Sequential cells coloured by netlist name:
Bar = 20 um. Other sequential cells in the stronger grey, the rest of the logic in the fainter grey.
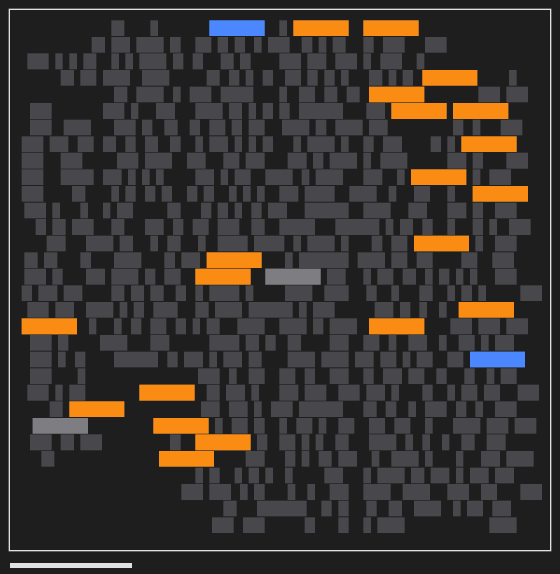
Cell outlines without signal wires:
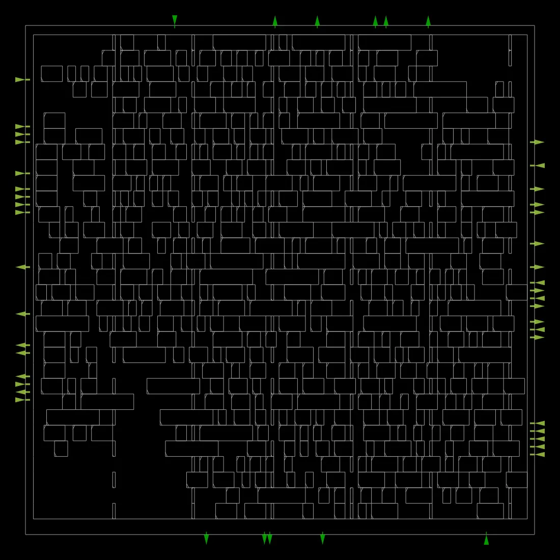
Clock network drawn from the DEF:
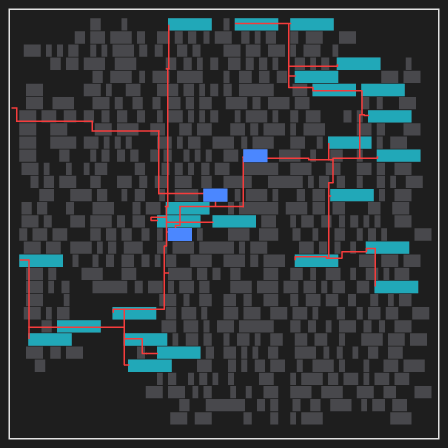
`config.mk`:
```
export PLATFORM = sky130hd
export DESIGN_NAME = encoder_8b_10b_multi_flat
export DESIGN_NICKNAME = d
export VERILOG_FILES = /design/src/rtl/encoder_8b_10b_multi_if.sv /design/src/rtl/encoder_8b_10b_multi.sv /design/src/flat_wrapper.sv
export SDC_FILE = /design/constraint.sdc
export NUM_CORES = 1
export LEC_CHECK = 0
export CAP_MARGIN = 20
export CELL_PAD_IN_SITES_DETAIL_PLACEMENT = 1
export CELL_PAD_IN_SITES_GLOBAL_PLACEMENT = 1
export CORE_UTILIZATION = 45
export DETAILED_ROUTE_END_ITERATION = 10
export HOLD_SLACK_MARGIN = 0.05
export PLACE_DENSITY = 0.91
export SLEW_MARGIN = 20
export SYNTH_ARGS = -nofsm -noshare
export SYNTH_HDL_FRONTEND = slang
export SYNTH_SLANG_ARGS = --single-unit
```
`constraint.sdc`:
```
create_clock -name clk -period 14.5 [get_ports clk]
set_input_delay 4.35 -clock clk [delete_from_list [all_inputs] [get_ports clk]]
set_output_delay 4.35 -clock clk [all_outputs]
set_load 0.02 [all_outputs]
```
`src/rtl/encoder_8b_10b_multi_if.sv`:
```
// Stream bundle for the multi-lane 8b/10b encoder: input word handshake,
// output symbol handshake and running-disparity observation.
interface encoder_8b_10b_multi_if #(
    parameter int LANES = 2
);
    logic                  in_valid;
    logic                  in_ready;
    logic [8*LANES-1:0]    data_in;
    logic [LANES-1:0]      k_in;
    logic                  out_valid;
    logic                  out_ready;
    logic [10*LANES-1:0]   data_out;
    logic [LANES-1:0]      code_err;
    logic                  rd_out;

    // Producer/consumer side (drives input word, accepts encoded word)
    modport master (
        output in_valid, data_in, k_in, out_ready,
        input  in_ready, out_valid, data_out, code_err, rd_out
    );

    // Encoder side
    modport slave (
        input  in_valid, data_in, k_in, out_ready,
        output in_ready, out_valid, data_out, code_err, rd_out
    );
endinterface

```
`src/rtl/encoder_8b_10b_multi.sv`:
```
// Multi-lane 8b/10b encoder with a single registered output stage.
// Lanes are encoded in order 0..LANES-1 within a word, each lane starting
// from the disparity left by the previous one; lane 0 starts from the
// registered running disparity.
module encoder_8b_10b_multi #(
    parameter int LANES = 2
) (
    input logic                    clk,
    input logic                    rst,
    encoder_8b_10b_multi_if.slave  bus
);

    // RD- column of the 5b/6b table, abcdei order
    function automatic logic [5:0] code6_neg(input logic [4:0] x);
        logic [5:0] c;
        case (x)
            5'd0:    c = 6'b100111;
            5'd1:    c = 6'b011101;
            5'd2:    c = 6'b101101;
            5'd3:    c = 6'b110001;
            5'd4:    c = 6'b110101;
            5'd5:    c = 6'b101001;
            5'd6:    c = 6'b011001;
            5'd7:    c = 6'b111000;
            5'd8:    c = 6'b111001;
            5'd9:    c = 6'b100101;
            5'd10:   c = 6'b010101;
            5'd11:   c = 6'b110100;
            5'd12:   c = 6'b001101;
            5'd13:   c = 6'b101100;
            5'd14:   c = 6'b011100;
            5'd15:   c = 6'b010111;
            5'd16:   c = 6'b011011;
            5'd17:   c = 6'b100011;
            5'd18:   c = 6'b010011;
            5'd19:   c = 6'b110010;
            5'd20:   c = 6'b001011;
            5'd21:   c = 6'b101010;
            5'd22:   c = 6'b011010;
            5'd23:   c = 6'b111010;
            5'd24:   c = 6'b110011;
            5'd25:   c = 6'b100110;
            5'd26:   c = 6'b010110;
            5'd27:   c = 6'b110110;
            5'd28:   c = 6'b001110;
            5'd29:   c = 6'b101110;
            5'd30:   c = 6'b011110;
            default: c = 6'b101011;
        endcase
        return c;
    endfunction

    // RD- column of the 3b/4b data table (primary D.x.7), fghj order
    function automatic logic [3:0] code4_neg(input logic [2:0] y);
        logic [3:0] c;
        case (y)
            3'd0:    c = 4'b1011;
            3'd1:    c = 4'b1001;
            3'd2:    c = 4'b0101;
            3'd3:    c = 4'b1100;
            3'd4:    c = 4'b1101;
            3'd5:    c = 4'b1010;
            3'd6:    c = 4'b0110;
            default: c = 4'b1110;
        endcase
        return c;
    endfunction

    // Encode one lane: returns {code_err, rd_after, abcdei, fghj}
    function automatic logic [11:0] enc_lane(input logic [7:0] b, input logic k,
                                             input logic rd);
        logic [4:0] x;
        logic [2:0] y;
        logic       valid_k, bad, rd_mid, rd_end, a7, k_bal;
        logic       unbal6, flip6, unbal4, flip4;
        logic [5:0] b6, s6;
        logic [3:0] b4, s4;
        x = b[4:0];
        y = b[7:5];
        valid_k = (x == 5'd28) ||
                  ((y == 3'd7) && ((x == 5'd23) || (x == 5'd27) ||
                                   (x == 5'd29) || (x == 5'd30)));
        bad = k && !valid_k;
        // Illegal control codes are replaced by K28.5
        if (bad) begin
            x = 5'd28;
            y = 3'd5;
        end
        b6 = (k && (x == 5'd28)) ? 6'b001111 : code6_neg(x);
        unbal6 = ($countones(b6) != 3);
        // D.7 is balanced but still has distinct RD-/RD+ forms
        flip6 = unbal6 || (b6 == 6'b111000);
        s6 = (rd && flip6) ? ~b6 : b6;
        rd_mid = rd ^ unbal6;
        // Alternate D.x.A7 avoids a run of five in e,i,f,g,h; K.x.7 always uses it
        a7 = (y == 3'd7) &&
             (k || (!rd_mid && ((x == 5'd17) || (x == 5'd18) || (x == 5'd20))) ||
              (rd_mid && ((x == 5'd11) || (x == 5'd13) || (x == 5'd14))));
        // K.x.1/2/5/6 use the inverse of the data code when the 6b left RD-
        k_bal = k && ((y == 3'd1) || (y == 3'd2) || (y == 3'd5) || (y == 3'd6));
        b4 = a7 ? 4'b0111 : code4_neg(y);
        if (k_bal) begin
            b4 = ~b4;
        end
        unbal4 = ($countones(b4) != 2);
        flip4 = unbal4 || (b4 == 4'b1100) || k_bal;
        s4 = (rd_mid && flip4) ? ~b4 : b4;
        rd_end = rd_mid ^ unbal4;
        return {bad, rd_end, s6, s4};
    endfunction

    logic [10*LANES-1:0] enc_data, data_q;
    logic [LANES-1:0]    enc_err, err_q;
    logic [11:0]         lane_res;
    logic                rd_run, rd_q, rd_d;
    logic                out_valid_q, out_valid_d;
    logic                accept;

    assign bus.in_ready  = !out_valid_q || bus.out_ready;
    assign accept        = bus.in_valid && bus.in_ready;
    assign bus.out_valid = out_valid_q;
    assign bus.data_out  = data_q;
    assign bus.code_err  = err_q;
    assign bus.rd_out    = rd_q;

    // Chain the running disparity through the lanes of the presented word
    always_comb begin
        enc_data = '0;
        enc_err  = '0;
        lane_res = '0;
        rd_run   = rd_q;
        for (int i = 0; i < LANES; i++) begin
            lane_res = enc_lane(bus.data_in[8*i +: 8], bus.k_in[i], rd_run);
            enc_data[10*i +: 10] = lane_res[9:0];
            enc_err[i] = lane_res[11];
            rd_run = lane_res[10];
        end
    end

    // Next-state for the output stage and running disparity
    always_comb begin
        rd_d        = rd_q;
        out_valid_d = out_valid_q;
        if (accept) begin
            rd_d        = rd_run;
            out_valid_d = 1'b1;
        end else if (bus.out_ready) begin
            out_valid_d = 1'b0;
        end
    end

    // Output register and running disparity; data only moves on acceptance
    always_ff @(posedge clk or posedge rst) begin
        if (rst) begin
            out_valid_q <= 1'b0;
            data_q      <= '0;
            err_q       <= '0;
            rd_q        <= 1'b0;
        end else begin
            out_valid_q <= out_valid_d;
            rd_q        <= rd_d;
            if (accept) begin
                data_q <= enc_data;
                err_q  <= enc_err;
            end
        end
    end

endmodule

```
`src/flat_wrapper.sv`:
```
// flat-port wrapper written by rule: the top's interface ports become plain ports
module encoder_8b_10b_multi_flat 
#(
    parameter int LANES = 2
)
  (clk, rst, bus_in_valid, bus_data_in, bus_k_in, bus_out_ready, bus_in_ready, bus_out_valid, bus_data_out, bus_code_err, bus_rd_out);
  encoder_8b_10b_multi_if #(.LANES(LANES)) bus_i ();
  input logic clk;
  input logic rst;
  input wire logic [$bits(bus_i.in_valid)-1:0] bus_in_valid;
  input wire logic [$bits(bus_i.data_in)-1:0] bus_data_in;
  input wire logic [$bits(bus_i.k_in)-1:0] bus_k_in;
  input wire logic [$bits(bus_i.out_ready)-1:0] bus_out_ready;
  output wire logic [$bits(bus_i.in_ready)-1:0] bus_in_ready;
  output wire logic [$bits(bus_i.out_valid)-1:0] bus_out_valid;
  output wire logic [$bits(bus_i.data_out)-1:0] bus_data_out;
  output wire logic [$bits(bus_i.code_err)-1:0] bus_code_err;
  output wire logic [$bits(bus_i.rd_out)-1:0] bus_rd_out;
  assign bus_i.in_valid = bus_in_valid;
  assign bus_i.data_in = bus_data_in;
  assign bus_i.k_in = bus_k_in;
  assign bus_i.out_ready = bus_out_ready;
  assign bus_in_ready = bus_i.in_ready;
  assign bus_out_valid = bus_i.out_valid;
  assign bus_data_out = bus_i.data_out;
  assign bus_code_err = bus_i.code_err;
  assign bus_rd_out = bus_i.rd_out;
  encoder_8b_10b_multi #(.LANES(LANES)) u_core (.clk(clk), .rst(rst), .bus(bus_i));
endmodule
```
==> flow_summary.yaml <==
# implementation run metrics
power_and_ir_drop:
  swShare_pct: 45.65
  top_power_group: "combinational logic"
setup_path:
  slowest_delay_ns: 0.52
  cp_slowest_cell: "clkdlybuf4s50_1"
floorplan:
  initCoreUtil_pct: 46.59
synthesis:
  yosysUniqueCellTypes: 68
  synth_nets: 499
  ys_cells: 438
  synthMuxAreaShare_pct: 3.110
  ff_type: "dfrtp_1"
  aoi_share_pct: 26.80
sta:
  rsz0062_at_grt: "false"
  slew_headroom_pct: 38.03
  fin_crit_sh_pct: 96.16
  setup_viol: 0
status:
  status: "complete, no violations"
drt:
  drc: 0
  firstDrtPassIters: 4
  routedWlPerCell_um: 17.63
layout:
  final-clk-cell-share_pct: 1.389
  final_cells: 564
  combGateArea_um2: 2556
job:
  warning_count: 43
clock_network:
  cts.reportedPaths.clkPinSlew_ns: 0.09
placement:
  place.gp.congestion: 0.8659
hold_path:
  holdPathStages: 2
Notes on 'sequential cells coloured by netlist name' above:
Orange shows `u_core.bus.data_out`, sequential cells 20, where spread over the die. Blue shows `u_core.bus.code_err`, sequential cells 2.
Another 2 sequential cells are not coloured.
flop share of the area: 15.16%
post-layout util: 54.63%
P_seq: 0.114 mW
register area: 600.6 um2

Notes on 'cell outlines without signal wires' above:
FP Rows: 31
Flops: 24

Notes on 'clock network drawn from the DEF' above:
Blue shows clock drivers, count 3. Cyan shows flip-flops, count 24. Red shows clock wires, length 396 um.
Position of the flops: spread over the die.
Clock Power: 0.0485 mW
Clock Skews: 0.002554 ns
Clk pwr share: 9.2%

[logic make-up (layout without fill, tap and decap cells)]
| kind of cell | Yosys count | in the layout |
|---|---|---|
| simple gates | 153 | 153 |
| compound gates | 130 | 130 |
| buf+inv | 61 | 88 |
| fa+ha+maj | 39 | 39 |
| flops | 24 | 24 |
| xor+xnor | 22 | 22 |
| mux | 9 | 9 |
[registers in the layout, indices dropped and copies added, names as in the netlist]
signal and count:
u_core.bus.data_out 20, u_core.bus.out_valid 1, u_core.bus.code_err 2, u_core.bus.rd_out 1
[metal layers]
metal | vias to the layer above | global-route usage (%) | routed length [um]
li1 | 1637 | - | -
met1 | 1670 | 34.93 | 4534
met2 | 78 | 45.66 | 4930
met3 | 12 | 3.078 | 382
met4 | 0 | 5.279 | 94
met5 | - | 0 | 0
Power figures rest on the tool's default switching activity, not on a simulated workload.
